$ cat config.mk
export PLATFORM = sky130hd
export DESIGN_NAME = polar_enc_rr_scheduler
export DESIGN_NICKNAME = d
export VERILOG_FILES = /design/src/rtl/polar_sched_pkg.sv /design/src/rtl/rr_arbiter.sv /design/src/rtl/polar_enc_rr_scheduler.sv
export SDC_FILE = /design/constraint.sdc
export NUM_CORES = 1
export LEC_CHECK = 0
export CAP_MARGIN = 10
export CORE_MARGIN = 2
export CORE_UTILIZATION = 41
export CTS_CLUSTER_SIZE = 40
export DETAILED_ROUTE_END_ITERATION = 8
export PLACE_DENSITY = 0.83
export SYNTH_ARGS = -nofsm -noshare
export SYNTH_HDL_FRONTEND = slang
export SYNTH_SLANG_ARGS = --single-unit
$ cat constraint.sdc
create_clock -name clk -period 3.47 [get_ports clk]
set_input_delay 0.347 -clock clk [delete_from_list [all_inputs] [get_ports clk]]
set_output_delay 0.347 -clock clk [all_outputs]
set_load 0.005 [all_outputs]
$ cat src/rtl/polar_sched_pkg.sv
// polar_sched_pkg: shared types and widths for the polar encoder round-robin scheduler
package polar_sched_pkg;
  localparam int K_DATA_W  = 24;
  localparam int CW_W      = 64;
  localparam int N_REQ_DEF = 4;
  typedef enum logic [1:0] {IDLE, ISSUE, WAIT, HOLD} state_t;
endpackage

$ cat src/rtl/rr_arbiter.sv
// rr_arbiter: combinational round-robin grant, searching upward from ptr modulo N
module rr_arbiter #(
  parameter int N  = 4,
  parameter int IW = (N > 1) ? $clog2(N) : 1
) (
  input  logic [N-1:0]  req,
  input  logic [IW-1:0] ptr,
  output logic [N-1:0]  gnt,
  output logic [IW-1:0] idx,
  output logic          any_gnt
);
  // scan from the farthest slot back to ptr so the closest requester wins
  always_comb begin
    idx = '0;
    any_gnt = 1'b0;
    for (int k = N - 1; k >= 0; k--) begin
      if (req[(int'(ptr) + k) % N]) begin
        idx = IW'((int'(ptr) + k) % N);
        any_gnt = 1'b1;
      end
    end
    gnt = any_gnt ? (N'(1) << idx) : '0;
  end
endmodule

$ cat src/rtl/polar_enc_rr_scheduler.sv
// polar_enc_rr_scheduler: shares one polar encoder among N_REQ requesters; optional WAIT watchdog via POLAR_SCHED_TIMEOUT_EN
module polar_enc_rr_scheduler
  import polar_sched_pkg::*;
#(
  parameter int N_REQ   = N_REQ_DEF,
  parameter int ID_W    = 2,
  parameter int TIMEOUT = 8
) (
  input  logic                      clk,
  input  logic                      rst_n,
  input  logic [N_REQ-1:0]          req_valid,
  input  logic [K_DATA_W*N_REQ-1:0] req_data,
  output logic [N_REQ-1:0]          req_ready,
  output logic                      out_valid,
  input  logic                      out_ready,
  output logic [ID_W-1:0]           out_id,
  output logic [CW_W-1:0]           out_codeword,
  output logic                      enc_start,
  output logic [K_DATA_W-1:0]       enc_data,
  input  logic                      enc_done,
  input  logic [CW_W-1:0]           enc_codeword,
  output logic                      busy,
  output logic                      err_stray,
  output logic                      err_timeout
);
  state_t state, state_nx;
  logic [ID_W-1:0] ptr, gnt_idx, lat_id;
  logic [N_REQ-1:0] gnt;
  logic any_gnt, acc, to_hit;
  logic [K_DATA_W-1:0] gnt_data;

  rr_arbiter #(.N(N_REQ), .IW(ID_W)) u_arb (
    .req(req_valid), .ptr(ptr), .gnt(gnt), .idx(gnt_idx), .any_gnt(any_gnt)
  );

  assign gnt_data = req_data[K_DATA_W*gnt_idx +: K_DATA_W];
  assign acc = (state == IDLE) && any_gnt;

`ifdef POLAR_SCHED_TIMEOUT_EN
  localparam int CNT_W = $clog2(TIMEOUT + 1);
  logic [CNT_W-1:0] cnt;
  assign to_hit = cnt == CNT_W'(TIMEOUT - 1);
  // WAIT-cycle counter (zero outside WAIT) and one-cycle expiry pulse
  always_ff @(posedge clk or negedge rst_n)
    if (!rst_n) begin
      cnt <= '0;
      err_timeout <= 1'b0;
    end else begin
      cnt <= (state == WAIT) ? cnt + 1'b1 : '0;
      err_timeout <= (state == WAIT) && !enc_done && to_hit;
    end
`else
  assign to_hit = 1'b0;
  assign err_timeout = 1'b0;
`endif

  // state register
  always_ff @(posedge clk or negedge rst_n)
    if (!rst_n) state <= IDLE;
    else state <= state_nx;

  // next-state logic; a watchdog expiry drops the job back to IDLE
  always_comb begin
    state_nx = state;
    unique case (state)
      IDLE:  state_nx = any_gnt ? ISSUE : IDLE;
      ISSUE: state_nx = WAIT;
      WAIT:  state_nx = enc_done ? HOLD : (to_hit ? IDLE : WAIT);
      HOLD:  state_nx = out_ready ? IDLE : HOLD;
    endcase
  end

  // state-decoded outputs; req_ready is held low while reset is asserted
  always_comb begin
    req_ready = (state == IDLE && rst_n) ? gnt : '0;
    enc_start = state == ISSUE;
    out_valid = state == HOLD;
    busy      = state != IDLE;
  end

  // latch the winner's payload and ID and advance the pointer past it
  always_ff @(posedge clk or negedge rst_n)
    if (!rst_n) begin
      ptr <= '0;
      lat_id <= '0;
      enc_data <= '0;
    end else if (acc) begin
      ptr <= (gnt_idx == ID_W'(N_REQ - 1)) ? '0 : gnt_idx + 1'b1;
      lat_id <= gnt_idx;
      enc_data <= gnt_data;
    end

  // capture the encoder result only when a job is waiting on it
  always_ff @(posedge clk or negedge rst_n)
    if (!rst_n) begin
      out_id <= '0;
      out_codeword <= '0;
    end else if (state == WAIT && enc_done) begin
      out_id <= lat_id;
      out_codeword <= enc_codeword;
    end

  // sticky flag for done pulses nobody is waiting for
  always_ff @(posedge clk or negedge rst_n)
    if (!rst_n) err_stray <= 1'b0;
    else if (enc_done && state != WAIT) err_stray <= 1'b1;
endmodule

### Cell classes on the final placement, run 1

Fill, decap, tap and diode cells in gray.
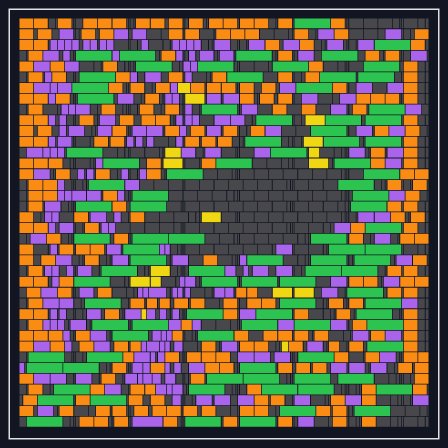
Orange marks remaining buffers and delay cells, cells 276, share of their area 38%. Yellow marks clock drivers and dummy loads, cells 16, share of their area 2.5%. Purple marks remaining logic cells, cells 232, share of their area 26%. Green marks registers, cells 97, share of their area 34%.

### Met2 routing, run 1

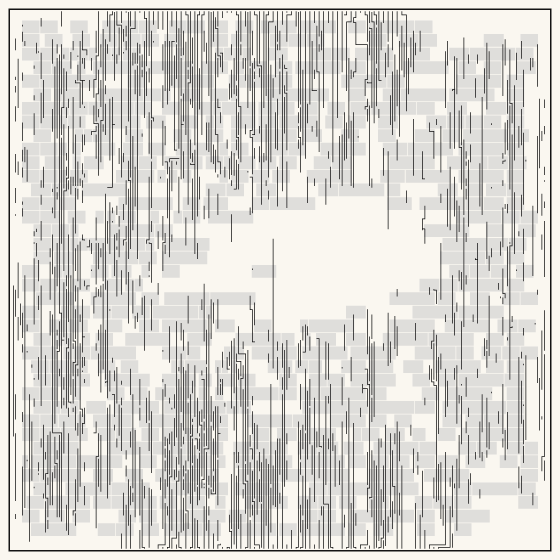
The layer carries 7,360 µm of wire. 702 nets have wire on it.
total number of vias: 4,052
global routing usage on met2: 0.433

### Metal 3, run 1

Bar = 20 µm.
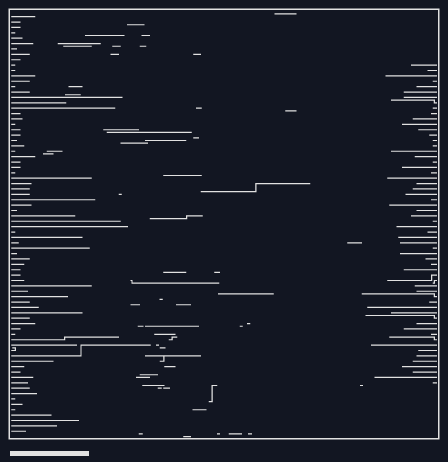
The layer holds 8.9% of the routed length. The wires run mostly horizontal. The layer carries 1,250 µm of wire. The longest straight run is 29.2 µm. 170 nets have wire on it.

==> results_slide.txt, run 1 <==
Run Summary

Outcome
  • Status: finished clean

Detailed routing
  • DRC viols: 0
  • Post-Route WL: 14.1 mm

Yosys
  • Largest cells by area: dfrtp_1 (55%), mux2_2 (19%), a221o_1 (5.4%)
  • Most frequent cell after synthesis: dfrtp_1
  • XOR/XNOR Area Share: 0
  • Main synth FF type: dfrtp_1
  • Synth area leader: dfrtp_1
  • Chip Area, Yosys: about 4400 µm²
  • Post-Syn Instances: 356
  • Synth cell types: 34

Floorplan
  • Chip Area: between 10,000 and 15,000 µm²

Setup path
  • R2r startpoint: ptr[1]
  • Reg2Reg Capture Point: enc_data[14]
  • Worst-path fanout max: 26
  • Cells along the critical path: nand2b_1 > a31oi_4 > nand2_4 > buf_4 > nor3_1 > clkdlybuf4s50_1

Clock network
  • Setup bufs post-CTS: 0
  • Clock Tree Root: clkbuf_8

Finish
  • Nets: approximately 800
  • Clock tree cell share of total cell area: 0.0245
  • FF+latch area: 2430 µm²

STA
  • Final Setup Violations: 0
  • Final min period: around 2.9 ns

Power
  • Clk network pwr share: 0.123

Min path
  • Worst Hold Class: input port to async pin

Global route
  • Met1 usage: 0.253
==> run 1 -> run 2 <==
--- a/config.mk
+++ b/config.mk
@@ -7,10 +7,10 @@
 export LEC_CHECK = 0
 export CAP_MARGIN = 10
 export CORE_MARGIN = 2
-export CORE_UTILIZATION = 41
+export CORE_UTILIZATION = 38
 export CTS_CLUSTER_SIZE = 40
 export DETAILED_ROUTE_END_ITERATION = 8
-export PLACE_DENSITY = 0.83
+export PLACE_DENSITY = 0.77
 export SYNTH_ARGS = -nofsm -noshare
 export SYNTH_HDL_FRONTEND = slang
 export SYNTH_SLANG_ARGS = --single-unit
==> constraint.sdc (replaced) <==
create_clock -name clk -period 3 [get_ports clk]
set_input_delay 0.3 -clock clk [delete_from_list [all_inputs] [get_ports clk]]
set_output_delay 0.3 -clock clk [all_outputs]
set_load 0.005 [all_outputs]
### Met2 routing, run 2

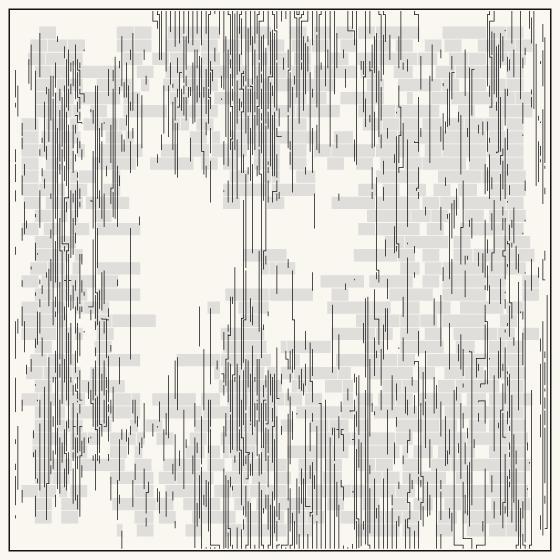
The layer holds 49% of the routed length. The longest straight run is 61.5 µm. 707 nets have wire on it. The wires run mostly vertical. The layer carries 7,030 µm of wire.
total number of vias: 4,006
global routing usage on met2: 0.384
Post-Route WL: 14.3 mm

==> results_slide.txt, run 2 <==
Run Summary

Outcome
  • Status: finished clean

Setup path
  • Crit path DRT: approximately 2.7 ns
  • Cells along the critical path: clkdlybuf4s50_1 > nand2b_1 > a211oi_1 > nor2_1 > nor3_1 > clkdlybuf4s50_1
  • Worst-path fanout max: 5 (-81%)
  • R2r startpoint: ptr[0]

Yosys
  • Synth cell types: 34 (unchanged)
  • XOR/XNOR Area Share: 0 (unchanged)
  • Largest cells by area: dfrtp_1 (55%), mux2_2 (19%), a221o_1 (5.4%)
  • Most frequent cell after synthesis: dfrtp_1
  • Main synth FF type: dfrtp_1
  • Post-Syn Instances: 356 (unchanged)

Detailed routing
  • DRC viols: 0 (unchanged)

Min path
  • Worst Hold Class: input port to async pin

Global route
  • Met1 usage: 0.265 (+0.0120)

Floorplan
  • Chip Area: 12,600 µm² (+7.6%)

Clock network
  • Setup bufs post-CTS: 0 (unchanged)
  • Clock Tree Root: clkbuf_16

Placement
  • Post-place setup slack: approximately 0.25 ns

Finish
  • Non-clk bufs: approximately 280
  • FF+latch area: 2430 µm² (unchanged)
  • Clock tree cell share of total cell area: 0.0365 (+0.0120)

STA
  • Final Setup Violations: 0 (unchanged)
  • Final min period: 2.69 ns

Power
  • Clk network pwr share: 0.162 (+0.039)
No activity file was given, so power comes from the tool's default toggle rates.
